**src/rtl/operand_stream_bank.sv**
```systemverilog
// operand_stream_bank: buffers W and X from a serial element stream, then
// replays them as outer-product operands (column k of W, row k of X) to a
// MAX_DIM x MAX_DIM MAC array with valid/ready framing.
module operand_stream_bank #(
  parameter int DATA_W  = 4,
  parameter int MAX_DIM = 3,
  localparam int DIM_W  = $clog2(MAX_DIM + 1)
) (
  input  logic                       clk,
  input  logic                       rst,
  input  logic                       start,
  input  logic [DIM_W-1:0]           row_w,
  input  logic [DIM_W-1:0]           col_w,
  input  logic [DIM_W-1:0]           row_x,
  input  logic [DIM_W-1:0]           col_x,
  input  logic                       in_valid,
  input  logic [DATA_W-1:0]          in_data,
  output logic                       in_ready,
  output logic [MAX_DIM*DATA_W-1:0]  w_out,
  output logic [MAX_DIM*DATA_W-1:0]  x_out,
  output logic                       out_valid,
  input  logic                       out_ready,
  output logic                       out_first,
  output logic                       out_last,
  output logic [MAX_DIM*MAX_DIM-1:0] mac_en,
  output logic                       busy,
  output logic                       done,
  output logic                       err
);

  // Storage index width; counters carry one extra value so they can hold MAX_DIM.
  localparam int IDX_W = $clog2(MAX_DIM);

  typedef enum logic [2:0] {S_IDLE, S_LOAD_W, S_LOAD_X, S_STREAM, S_DONE} state_t;

  state_t           r_state;
  logic [DIM_W-1:0] r_row_w, r_col_w, r_row_x, r_col_x;
  logic [DIM_W-1:0] r_row_cnt, r_col_cnt, r_k;
  logic             r_err;
  logic [DATA_W-1:0] r_w_mem [MAX_DIM][MAX_DIM];
  logic [DATA_W-1:0] r_x_mem [MAX_DIM][MAX_DIM];

  logic w_dims_ok;
  logic w_stream;
  logic w_last_k;

  assign w_dims_ok = (row_w != '0) && (row_w <= DIM_W'(MAX_DIM)) &&
                     (col_w != '0) && (col_w <= DIM_W'(MAX_DIM)) &&
                     (row_x != '0) && (row_x <= DIM_W'(MAX_DIM)) &&
                     (col_x != '0) && (col_x <= DIM_W'(MAX_DIM)) &&
                     (col_w == row_x);
  assign w_stream  = (r_state == S_STREAM);
  assign w_last_k  = (r_k == r_col_w - DIM_W'(1));

  // Job sequencing: dimension check, row/column load counters, beat counter.
  always_ff @(posedge clk) begin
    if (rst) begin
      r_state   <= S_IDLE;
      r_row_w   <= '0;
      r_col_w   <= '0;
      r_row_x   <= '0;
      r_col_x   <= '0;
      r_row_cnt <= '0;
      r_col_cnt <= '0;
      r_k       <= '0;
      r_err     <= 1'b0;
      for (int i = 0; i < MAX_DIM; i++) begin
        for (int j = 0; j < MAX_DIM; j++) begin
          r_w_mem[i][j] <= '0;
          r_x_mem[i][j] <= '0;
        end
      end
    end else begin
      case (r_state)
        S_IDLE: begin
          if (start) begin
            if (w_dims_ok) begin
              r_row_w   <= row_w;
              r_col_w   <= col_w;
              r_row_x   <= row_x;
              r_col_x   <= col_x;
              r_row_cnt <= '0;
              r_col_cnt <= '0;
              r_k       <= '0;
              r_err     <= 1'b0;
              r_state   <= S_LOAD_W;
            end else begin
              r_err <= 1'b1;
            end
          end
        end
        S_LOAD_W: begin
          if (in_valid) begin
            r_w_mem[r_row_cnt[IDX_W-1:0]][r_col_cnt[IDX_W-1:0]] <= in_data;
            if (r_col_cnt == r_col_w - DIM_W'(1)) begin
              r_col_cnt <= '0;
              if (r_row_cnt == r_row_w - DIM_W'(1)) begin
                r_row_cnt <= '0;
                r_state   <= S_LOAD_X;
              end else begin
                r_row_cnt <= r_row_cnt + DIM_W'(1);
              end
            end else begin
              r_col_cnt <= r_col_cnt + DIM_W'(1);
            end
          end
        end
        S_LOAD_X: begin
          if (in_valid) begin
            r_x_mem[r_row_cnt[IDX_W-1:0]][r_col_cnt[IDX_W-1:0]] <= in_data;
            if (r_col_cnt == r_col_x - DIM_W'(1)) begin
              r_col_cnt <= '0;
              if (r_row_cnt == r_row_x - DIM_W'(1)) begin
                r_row_cnt <= '0;
                r_k       <= '0;
                r_state   <= S_STREAM;
              end else begin
                r_row_cnt <= r_row_cnt + DIM_W'(1);
              end
            end else begin
              r_col_cnt <= r_col_cnt + DIM_W'(1);
            end
          end
        end
        S_STREAM: begin
          if (out_ready) begin
            if (w_last_k) begin
              r_k     <= '0;
              r_state <= S_DONE;
            end else begin
              r_k <= r_k + DIM_W'(1);
            end
          end
        end
        S_DONE: begin
          r_state <= S_IDLE;
        end
        default: begin
          r_state <= S_IDLE;
        end
      endcase
    end
  end

  // Control outputs are pure decodes of the state register.
  assign in_ready  = (r_state == S_LOAD_W) || (r_state == S_LOAD_X);
  assign out_valid = w_stream;
  assign out_first = w_stream && (r_k == '0);
  assign out_last  = w_stream && w_last_k;
  assign busy      = (r_state != S_IDLE);
  assign done      = (r_state == S_DONE);
  assign err       = r_err;

  // Operand lanes and MAC enables; inactive lanes are forced to zero.
  generate
    for (genvar gi = 0; gi < MAX_DIM; gi++) begin : g_lane
      assign w_out[gi*DATA_W +: DATA_W] = (w_stream && (DIM_W'(gi) < r_row_w)) ?
                                          r_w_mem[gi][r_k[IDX_W-1:0]] : '0;
      assign x_out[gi*DATA_W +: DATA_W] = (w_stream && (DIM_W'(gi) < r_col_x)) ?
                                          r_x_mem[r_k[IDX_W-1:0]][gi] : '0;
      for (genvar gj = 0; gj < MAX_DIM; gj++) begin : g_mac
        assign mac_en[gi*MAX_DIM+gj] = w_stream && (DIM_W'(gi) < r_row_w) &&
                                       (DIM_W'(gj) < r_col_x);
      end
    end
  endgenerate

endmodule

```
**config.mk**
```make
export PLATFORM = sky130hd
export DESIGN_NAME = operand_stream_bank
export DESIGN_NICKNAME = d
export VERILOG_FILES = /design/src/rtl/operand_stream_bank.sv
export SDC_FILE = /design/constraint.sdc
export NUM_CORES = 1
export LEC_CHECK = 0
export CORE_MARGIN = 8
export CORE_UTILIZATION = 53
export CTS_BUF_LIST = sky130_fd_sc_hd__clkbuf_2
export DETAILED_ROUTE_END_ITERATION = 6
export PLACE_DENSITY = 0.79
export SLEW_MARGIN = 20
export SYNTH_ARGS = -nofsm -noshare
export SYNTH_HDL_FRONTEND = slang
export SYNTH_SLANG_ARGS = --single-unit
```
**constraint.sdc**
```tcl
create_clock -name clk -period 2.1 [get_ports clk]
set_clock_uncertainty 0.05 [all_clocks]
set_input_delay 0.315 -clock clk [delete_from_list [all_inputs] [get_ports clk]]
set_output_delay 0.315 -clock clk [all_outputs]
set_load 0.005 [all_outputs]
```
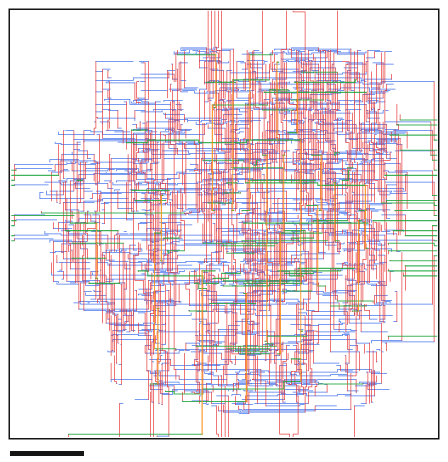
**Above:** routed metal, one color a layer.
The bar under the picture is 20 um long.
Blue marks met1, wire length 6,380 um. Green marks met3, wire length 1,170 um. Red marks met2, wire length 7,970 um. Orange marks met4, wire length 575 um.
overall global routing resource usage: 22.6%
wire length after detailed routing: 16,100 um
number of vias in the routed layout: 4,345

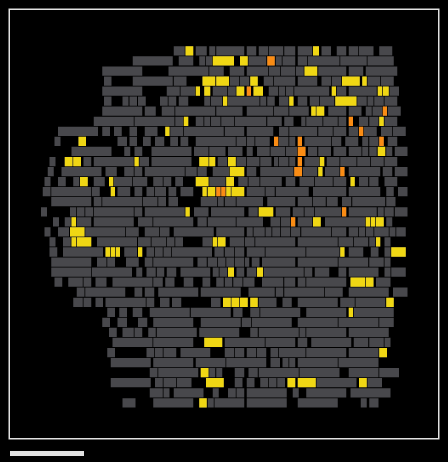
**Above:** gate-type map.
The bar under the picture is 20 um long.
Yellow marks NOR gates, cells 83, most used nor2_1. Orange marks inverters, cells 16, most used inv_1.
combinational share of cell area: 34.9%
Top cell excl fill/tap: sky130_fd_sc_hd__edfxtp_1
non-filler instance count after layout: 750

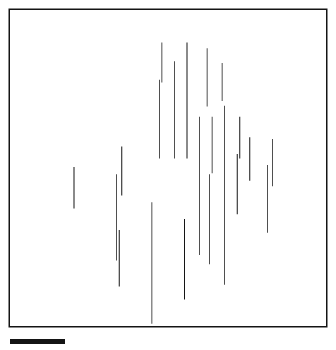
**Above:** M4 wires.
The bar under the picture is 20 um long.
The wires run mostly vertical. The layer holds 3.6% of the routed length. 20 nets have wire on it.

==> run_summary.xml <==
<?xml version="1.0" encoding="UTF-8"?>
<metrics>
  <group name="synth">
    <metric name="syn_inst" unit="">448</metric>
    <metric name="ys_chip_area" unit="um2">5280</metric>
    <metric name="share_of_synthesized_area_spent_on_multiplexers" unit="%">10.3</metric>
    <metric name="post_synth_main_logic_family" unit="">simple AND/OR/NAND/NOR gates</metric>
  </group>
  <group name="power_and_ir_drop">
    <metric name="design_internal_power" unit="W">0.00283</metric>
    <metric name="clock_power_share" unit="%">27.4</metric>
  </group>
  <group name="sta">
    <metric name="slew_headroom" unit="%">67.9</metric>
    <metric name="achievable-frequency" unit="MHz">410</metric>
    <metric name="slew_violations" unit="">0</metric>
    <metric name="setup_viol_count_final" unit="">44</metric>
    <metric name="layout_setup_ws" unit="ns">-0.339</metric>
  </group>
  <group name="critical_path">
    <metric name="cp_slowest_cell" unit="">sky130_fd_sc_hd__mux4_2</metric>
    <metric name="timing.critical_path.depth" unit="">5</metric>
    <metric name="cp_cell_sequence" unit="">buf_12 &gt; buf_8 &gt; mux4_2 &gt; nor2b_4 &gt; buf_2</metric>
  </group>
  <group name="run_status">
    <metric name="violations" unit="">negative setup slack</metric>
    <metric name="status" unit="">finished with violations</metric>
  </group>
  <group name="grt">
    <metric name="global_route_wire_length_before_repair" unit="um">22900</metric>
    <metric name="overflow" unit="">0</metric>
    <metric name="via_count_of_the_first_global_routing_pass" unit="">4306</metric>
  </group>
  <group name="clock_tree">
    <metric name="cts-root-buf" unit="">sky130_fd_sc_hd__clkbuf_2</metric>
  </group>
  <group name="cells_and_area">
    <metric name="non_clock_buffer_area_share" unit="%">20.6</metric>
    <metric name="nFlopsAndLatches" unit="">104</metric>
    <metric name="stdcell_area" unit="um2">7450</metric>
    <metric name="areaGrowthSynthToFinish" unit="%">41.2</metric>
  </group>
  <group name="worst_hold_path">
    <metric name="min-delay-path-class" unit="">input pin to flop</metric>
  </group>
  <group name="drt">
    <metric name="drt-initial-drc-count" unit="">380</metric>
  </group>
  <group name="placement">
    <metric name="area_of_placed_instances" unit="um2">6460</metric>
    <metric name="gp_routability_congestion" unit="">0.867</metric>
  </group>
  <group name="die">
    <metric name="floorplanUtilization" unit="%">54.2</metric>
  </group>
</metrics>
cells in the mapped netlist (3+ instances only):
cell	count	area (um2)
sky130_fd_sc_hd__nor2b_1	20	125
sky130_fd_sc_hd__clkbuf_1	20	75.1
sky130_fd_sc_hd__mux4_2	12	270
sky130_fd_sc_hd__or2_2	7	43.8
sky130_fd_sc_hd__mux2i_1	26	260
sky130_fd_sc_hd__dfxtp_1	20	400
sky130_fd_sc_hd__xor2_1	5	43.8
sky130_fd_sc_hd__and2_1	36	225
sky130_fd_sc_hd__a21oi_1	20	100
sky130_fd_sc_hd__nand2_1	6	22.5
sky130_fd_sc_hd__buf_2	5	25.0
sky130_fd_sc_hd__nor3_1	12	60.1
sky130_fd_sc_hd__nand3_1	3	15.0
sky130_fd_sc_hd__edfxtp_1	84	2520
sky130_fd_sc_hd__nand2b_1	7	43.8
sky130_fd_sc_hd__ha_1	10	125
sky130_fd_sc_hd__nor2_1	48	180
sky130_fd_sc_hd__a21o_1	10	75.1
sky130_fd_sc_hd__inv_1	15	56.3
sky130_fd_sc_hd__and3_1	43	269
power groups by stage:
stage	clock (W)	combinational (W)	sequential [W]
after floorplan	0	0.000213	0.00234
after global placement	0	0.000371	0.00235
after detailed placement	0	0.000382	0.00235
after CTS	0.00105	0.000429	0.00230
after global routing	0.00115	0.000548	0.00231
final	0.00106	0.000519	0.00231
per-stage QoR:
stage | std cells | hold slack [ns] | total power [W]
final | 750 | 0.343 | 0.00389
after detailed placement | 685 | 0.461 | 0.00273
after CTS | 741 | 0.347 | 0.00378
after floorplan | 448 | 0.409 | 0.00255
after global placement | 685 | 0.455 | 0.00272
after global routing | 750 | 0.318 | 0.00401
sequential cells by signal, summed over array words and instances, names as in the netlist, named ones only:
signal	count
r_row_w	2
r_col_cnt	2
err	1
r_col_x	2
r_col_w	2
r_w_mem	36
r_row_cnt	2
r_row_x	2
r_x_mem	48
r_state	3
r_k	2
repair_timing:
item / in CTS / in global routing
setup buffers: 40 / 19
pin swaps: 38 / 37
resized: 249 / 79
endpoints found under the hold margin: 0 / 0
endpoints found under the setup margin: 45 / 77
cloned: 1 / 0
cells in the final DEF, fill, tap and decap left out, types with 11 or more instances in the layout:
cell type                         instances
sky130_fd_sc_hd__a21oi_2                 13
sky130_fd_sc_hd__and2_1                  36
sky130_fd_sc_hd__and3_1                  40
sky130_fd_sc_hd__buf_2                   32
sky130_fd_sc_hd__buf_4                   82
sky130_fd_sc_hd__buf_6                   41
sky130_fd_sc_hd__clkdlybuf4s50_1         17
sky130_fd_sc_hd__edfxtp_1                84
sky130_fd_sc_hd__mux2i_1                 24
sky130_fd_sc_hd__mux4_2                  12
sky130_fd_sc_hd__nor2_1                  31
sky130_fd_sc_hd__nor2_2                  11
sky130_fd_sc_hd__nor2b_1                 16
worst reg2reg max path: cells and delay by family (launching register included):
family | cells | cell delay, ns
flops | 1 | 0.42
buf+inv | 3 | 0.32
fa+ha+maj | 1 | 0.21
compound gates | 3 | 0.54
xor+xnor | 1 | 0.15
simple gates | 2 | 0.49
metal layers:
layer	global-route usage, %	share of wire [%]	up-vias
li1	-	-	1941
met4	8.99	3.6	0
met3	4.74	7.3	44
met2	37.9	50	212
met1	28.0	40	2148
met5	0	0	-
Power figures rest on the tool's default switching activity, not on a simulated workload.
